Figure 1. Metal 2.
Cells faint in the background.
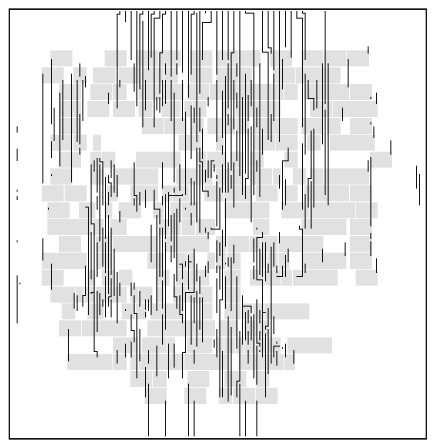
Figure 2. Routing congestion map.
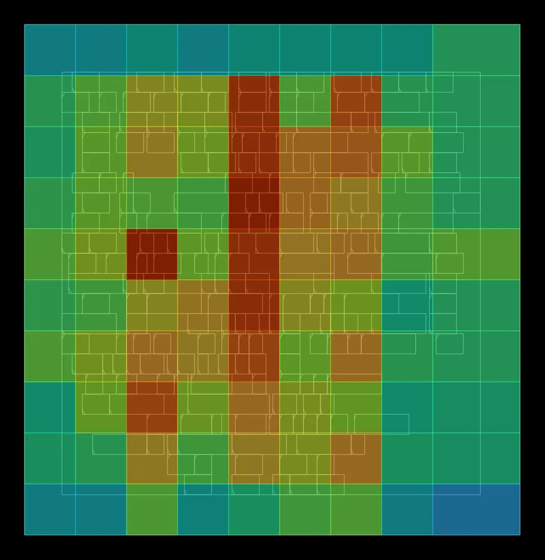
Figure 3. Where the registers sit.
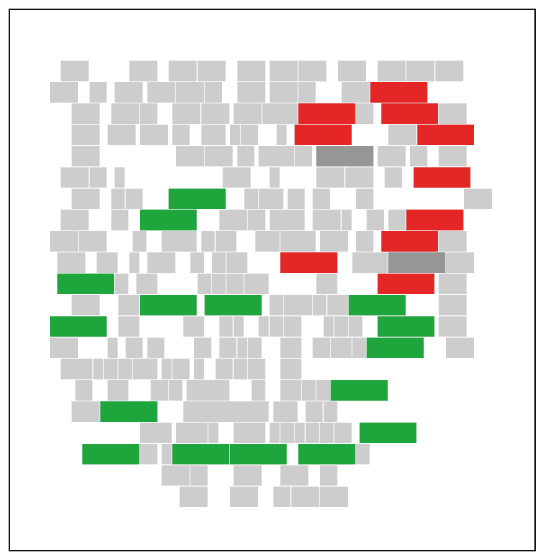
Figure 4. Gate families picked out.
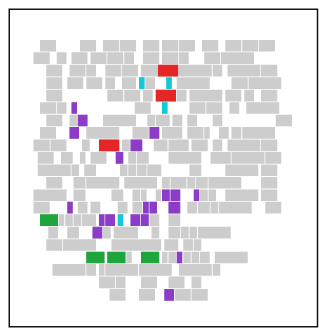
`src/rtl/addr_map_pkg.sv`:
```
// Shared memory-map constants for the address decoders: bus widths,
// the default decode window and the hit-counter limits.
package addr_map_pkg;

  localparam int ADDR_W    = 32;
  localparam int HIT_CNT_W = 16;
  localparam int DEF_OFS_W = 10;

  localparam logic [ADDR_W-1:0] DEF_BASE_ADDR  = 32'h0000_0500;
  localparam logic [ADDR_W-1:0] DEF_LIMIT_ADDR = 32'h0000_08FF;

  localparam logic [HIT_CNT_W-1:0] HIT_CNT_MAX = 16'hFFFF;

  // Number of bytes covered by an inclusive [base, limit] window.
  function automatic logic [ADDR_W:0] window_bytes(input logic [ADDR_W-1:0] base,
                                                   input logic [ADDR_W-1:0] limit);
    return {1'b0, limit} - {1'b0, base} + 1'b1;
  endfunction

endpackage

```
`src/rtl/addr_decoding_if.sv`:
```
// Decoder bus: the address request from the requester and the registered
// decode results returned by the decoder.
interface addr_decoding_if
  import addr_map_pkg::*;
#(
  parameter int OFS_W = DEF_OFS_W
);
  logic [ADDR_W-1:0]    Address;
  logic                 AddrValid;
  logic                 CS;
  logic [OFS_W-1:0]     LocalAddr;
  logic                 Misaligned;
  logic [HIT_CNT_W-1:0] HitCount;

  modport master (
    output Address, AddrValid,
    input  CS, LocalAddr, Misaligned, HitCount
  );

  modport slave (
    input  Address, AddrValid,
    output CS, LocalAddr, Misaligned, HitCount
  );
endinterface

```
`src/rtl/addr_range_cmp.sv`:
```
// Combinational inclusive range compare: hit when BaseAddr <= Address <= LimitAddr.
// Plain unsigned compares, so 0x0000_0000 and 0xFFFF_FFFF need no special case.
module addr_range_cmp
  import addr_map_pkg::*;
(
  input  logic [ADDR_W-1:0] Address,
  input  logic [ADDR_W-1:0] BaseAddr,
  input  logic [ADDR_W-1:0] LimitAddr,
  output logic              hit
);

  assign hit = (Address >= BaseAddr) && (Address <= LimitAddr);

endmodule

```
`src/rtl/addr_decoding.sv`:
```
// Single-window address decoder. Decodes every cycle (AddrValid only
// qualifies the hit counter) and presents chip select, window offset,
// misalignment flag and a saturating hit count, all from registers.
module addr_decoding
  import addr_map_pkg::*;
#(
  parameter logic [ADDR_W-1:0] BASE_ADDR  = DEF_BASE_ADDR,
  parameter logic [ADDR_W-1:0] LIMIT_ADDR = DEF_LIMIT_ADDR,
  parameter int                OFS_W      = DEF_OFS_W
)(
  input  logic            CLK,
  input  logic            RST,
  addr_decoding_if.slave  bus
);

  // Stage 0: combinational decode of the incoming address
  logic                 hit_p0;
  logic                 vld_p0;
  logic [OFS_W-1:0]     ofs_p0;
  logic                 mis_p0;

  // Stage 1: registered outputs
  logic                 cs_p1;
  logic [OFS_W-1:0]     ofs_p1;
  logic                 mis_p1;
  logic [HIT_CNT_W-1:0] cnt_p1;

  function automatic logic [HIT_CNT_W-1:0] sat_inc(input logic [HIT_CNT_W-1:0] v);
    return (v == HIT_CNT_MAX) ? v : v + 1'b1;
  endfunction

  addr_range_cmp u_cmp (
    .Address   (bus.Address),
    .BaseAddr  (BASE_ADDR),
    .LimitAddr (LIMIT_ADDR),
    .hit       (hit_p0)
  );

  assign vld_p0 = bus.AddrValid;

  // Offset and alignment are only meaningful inside the window; force zero outside.
  always_comb begin
    ofs_p0 = '0;
    mis_p0 = 1'b0;
    if (hit_p0) begin
      ofs_p0 = OFS_W'(bus.Address - BASE_ADDR);
      mis_p0 = (bus.Address[1:0] != 2'b00);
    end
  end

  // Register the decode; reset clears everything, including a concurrent hit.
  always_ff @(posedge CLK) begin
    if (RST) begin
      cs_p1  <= 1'b0;
      ofs_p1 <= '0;
      mis_p1 <= 1'b0;
      cnt_p1 <= '0;
    end else begin
      cs_p1  <= hit_p0;
      ofs_p1 <= ofs_p0;
      mis_p1 <= mis_p0;
      if (vld_p0 && hit_p0)
        cnt_p1 <= sat_inc(cnt_p1);
    end
  end

  assign bus.CS         = cs_p1;
  assign bus.LocalAddr  = ofs_p1;
  assign bus.Misaligned = mis_p1;
  assign bus.HitCount   = cnt_p1;

endmodule

```
`src/flat_wrapper.sv`:
```
// flat-port wrapper written by rule: the top's interface ports become plain ports
module addr_decoding_flat import addr_map_pkg::*;
#(
  parameter logic [ADDR_W-1:0] BASE_ADDR  = DEF_BASE_ADDR,
  parameter logic [ADDR_W-1:0] LIMIT_ADDR = DEF_LIMIT_ADDR,
  parameter int                OFS_W      = DEF_OFS_W
)
  (CLK, RST, bus_Address, bus_AddrValid, bus_CS, bus_LocalAddr, bus_Misaligned, bus_HitCount);
  addr_decoding_if #(.OFS_W(OFS_W)) bus_i ();
  input  logic CLK;
  input  logic RST;
  input wire logic [$bits(bus_i.Address)-1:0] bus_Address;
  input wire logic [$bits(bus_i.AddrValid)-1:0] bus_AddrValid;
  output wire logic [$bits(bus_i.CS)-1:0] bus_CS;
  output wire logic [$bits(bus_i.LocalAddr)-1:0] bus_LocalAddr;
  output wire logic [$bits(bus_i.Misaligned)-1:0] bus_Misaligned;
  output wire logic [$bits(bus_i.HitCount)-1:0] bus_HitCount;
  assign bus_i.Address = bus_Address;
  assign bus_i.AddrValid = bus_AddrValid;
  assign bus_CS = bus_i.CS;
  assign bus_LocalAddr = bus_i.LocalAddr;
  assign bus_Misaligned = bus_i.Misaligned;
  assign bus_HitCount = bus_i.HitCount;
  addr_decoding #(.BASE_ADDR(BASE_ADDR), .LIMIT_ADDR(LIMIT_ADDR), .OFS_W(OFS_W)) u_core (.CLK(CLK), .RST(RST), .bus(bus_i));
endmodule
```
`config.mk`:
```
export PLATFORM = sky130hd
export DESIGN_NAME = addr_decoding_flat
export DESIGN_NICKNAME = d
export VERILOG_FILES = /design/src/rtl/addr_map_pkg.sv /design/src/rtl/addr_decoding_if.sv /design/src/rtl/addr_range_cmp.sv /design/src/rtl/addr_decoding.sv /design/src/flat_wrapper.sv
export SDC_FILE = /design/constraint.sdc
export NUM_CORES = 1
export LEC_CHECK = 0
export CAP_MARGIN = 20
export CORE_AREA = 5 5 62 64
export DETAILED_ROUTE_END_ITERATION = 12
export DIE_AREA = 0 0 67 69
export GPL_ROUTABILITY_DRIVEN = 0
export PLACE_DENSITY = 0.8
export SLEW_MARGIN = 20
export SYNTH_ARGS = -nofsm -noshare
export SYNTH_HDL_FRONTEND = slang
export SYNTH_SLANG_ARGS = --single-unit
```
`constraint.sdc`:
```
create_clock -name CLK -period 5.18 [get_ports CLK]
set_input_delay 0.777 -clock CLK [delete_from_list [all_inputs] [get_ports CLK]]
set_output_delay 0.777 -clock CLK [all_outputs]
set_load 0.005 [all_outputs]
```
==> impl_metrics.json <==
{
  "status": "completed",
  "top_cells_by_count": "28 x dfxtp_1, 10 x a21oi_1, 10 x and2_1, 10 x o21ai_0",
  "power.total_mw": 0.3962,
  "top_cell_area_share": 0.4222,
  "ys_cells": 149,
  "die_y_um": 69,
  "mux_share": 0.03393,
  "clock_latency_ns": 0.33,
  "ctsResizeCount": 0,
  "fin_skew_ns": 0.006102,
  "tns_ns": 0,
  "synthFlopType": "dfxtp_1",
  "drv_slew": 0,
  "layout.nets": 249,
  "initialDrtViolationCount": 48,
  "ys_sh_simple": 0.3610,
  "area_delta_synth_final_pct": 53.53,
  "wl_per_cell_um": 14.00,
  "pre_cts_ws_ns": 2.042,
  "yosys_warnings": 0,
  "min_to": "u_core.bus.HitCount[6]",
  "synth-edff-count": 0,
  "place_hpwl_um": 2855,
  "drv_cap": 0,
  "rows": 21,
  "power.density_mw_per_mm2": 194.4,
  "ant_nets": 0,
  "crit_chain": "clkdlybuf4s50_1 -> inv_1 -> ha_1 -> nor2b_1 -> o2111ai_1 -> a211o_1 -> or4_1 -> a21oi_1",
  "fin_ws_ns": 2.341
}
-- Figure 1 (at the start) --
longest straight run = 29.2 um
nets with wire on the layer = 214
met2 GRT Util: 0.3068
via count: 1362
Total Wirelength: 3585 um

-- Figure 2 (at the start) --
M3 GR Usage: 0.03247
GR Util met1: 0.1884
Total GRT Usage: 0.1648

-- Figure 3 (at the start) --
green -> `u_core.bus.HitCount`  # placed flops 16
red -> `u_core.bus.LocalAddr`  # placed flops 10
Util after Layout: 0.6307
Seq area share: 0.2750

-- Figure 4 (at the start) --
green -> mux cells  # cells 4, most used mux2_2
purple -> nand cells  # cells 20
red -> fa/ha/maj cells  # cells 3, most used ha_1
cyan -> inv cells  # cells 4, most used inv_1
Non-Filler Instances: 256
most numerous logic cell after layout: clkdlybuf4s50_1

sequential cells by signal, indices dropped and copies added (netlist names):
signal,flops
u_core.bus.Misaligned,1
u_core.bus.CS,1
u_core.bus.HitCount,16
u_core.bus.LocalAddr,10
power by group through the flow:
stage / Clock, mW / Sequential (mW) / Combinational, mW
after floorplan: 0 / 0.220 / 0.00694
after global placement: 0 / 0.220 / 0.0349
after detailed placement: 0 / 0.220 / 0.0362
after CTS: 0.146 / 0.215 / 0.0364
after global routing: 0.154 / 0.216 / 0.0388
final: 0.144 / 0.215 / 0.0363
through the flow:
step | instances | utilization | instance area, sq um | hold WS [ns]
2_1_floorplan | 149 | - | 1328 | 0.4829
3_3_place_gp | 252 | 0.6125 | 1979 | 0.4858
3_5_place_dp | 252 | 0.6125 | 1979 | 0.5069
4_1_cts | 256 | 0.6287 | 2032 | 0.5274
5_1_grt | 256 | 0.6307 | 2038 | 0.5719
6_report | 256 | 0.6307 | 2038 | 0.5312
cell families after synthesis:
kind of cell,count (synthesis)
compound gates,28
mux,4
buf+inv,9
simple gates,77
fa+ha+maj,3
flops,28
worst reg2reg max path, delay by kind of cell (launching register included):
kind	cells	cell delay, ns
simple gates	4	1.20
flops	1	0.44
fa+ha+maj	1	0.21
compound gates	1	0.16
worst max path at each step:
| stage | slack, ns | depth (start not counted) | endpoint |
|---|---|---|---|
| 6_report | 2.34 | 8 | u_core.bus.HitCount[10] |
| 4_1_cts | 2.39 | 8 | u_core.bus.HitCount[10] |
| 5_1_grt | 2.17 | 8 | u_core.bus.HitCount[10] |
| 3_5_place_dp | 2.04 | 8 | u_core.bus.HitCount[10] |
| 3_3_place_gp | 2.11 | 8 | u_core.bus.HitCount[10] |
| 2_1_floorplan | 2.77 | 8 | u_core.bus.HitCount[7] |
area by class of cell:
type,count,area share
flip-flops and latches,28,0.2750
well taps,46,0.02824
clock inverters,1,0.01473
repair buffers,62,0.3045
clock buffers,3,0.01105
multi-input cells,112,0.3591
inverters,4,0.007366
cell usage in the layout, fill, tap and decap left out, drive strengths merged, types with 2 or more instances in the layout:
master | Yosys | layout
or3 | 4 | 4
nor2b | 8 | 8
nand4 | 6 | 6
nand2 | 6 | 6
nor2 | 9 | 9
nand3 | 4 | 4
nor4b | 2 | 2
clkdlybuf4s50 | 0 | 62
and2 | 10 | 10
o21ai | 10 | 10
mux2 | 4 | 4
o31ai | 3 | 3
nand2b | 2 | 2
nor4 | 8 | 8
clkbuf | 4 | 3
a21oi | 10 | 10
or4 | 4 | 4
ha | 3 | 3
inv | 4 | 4
nand3b | 2 | 2
dfxtp | 28 | 28
and4 | 2 | 2
nor3 | 5 | 5
metal layers:
metal | vias to the layer above | part of all wire
li1 | 675 | -
met1 | 631 | 0.39
met2 | 54 | 0.54
met3 | 2 | 0.061
met4 | 0 | 0.0059
met5 | - | 0
Power and IR drop assume default switching activity.
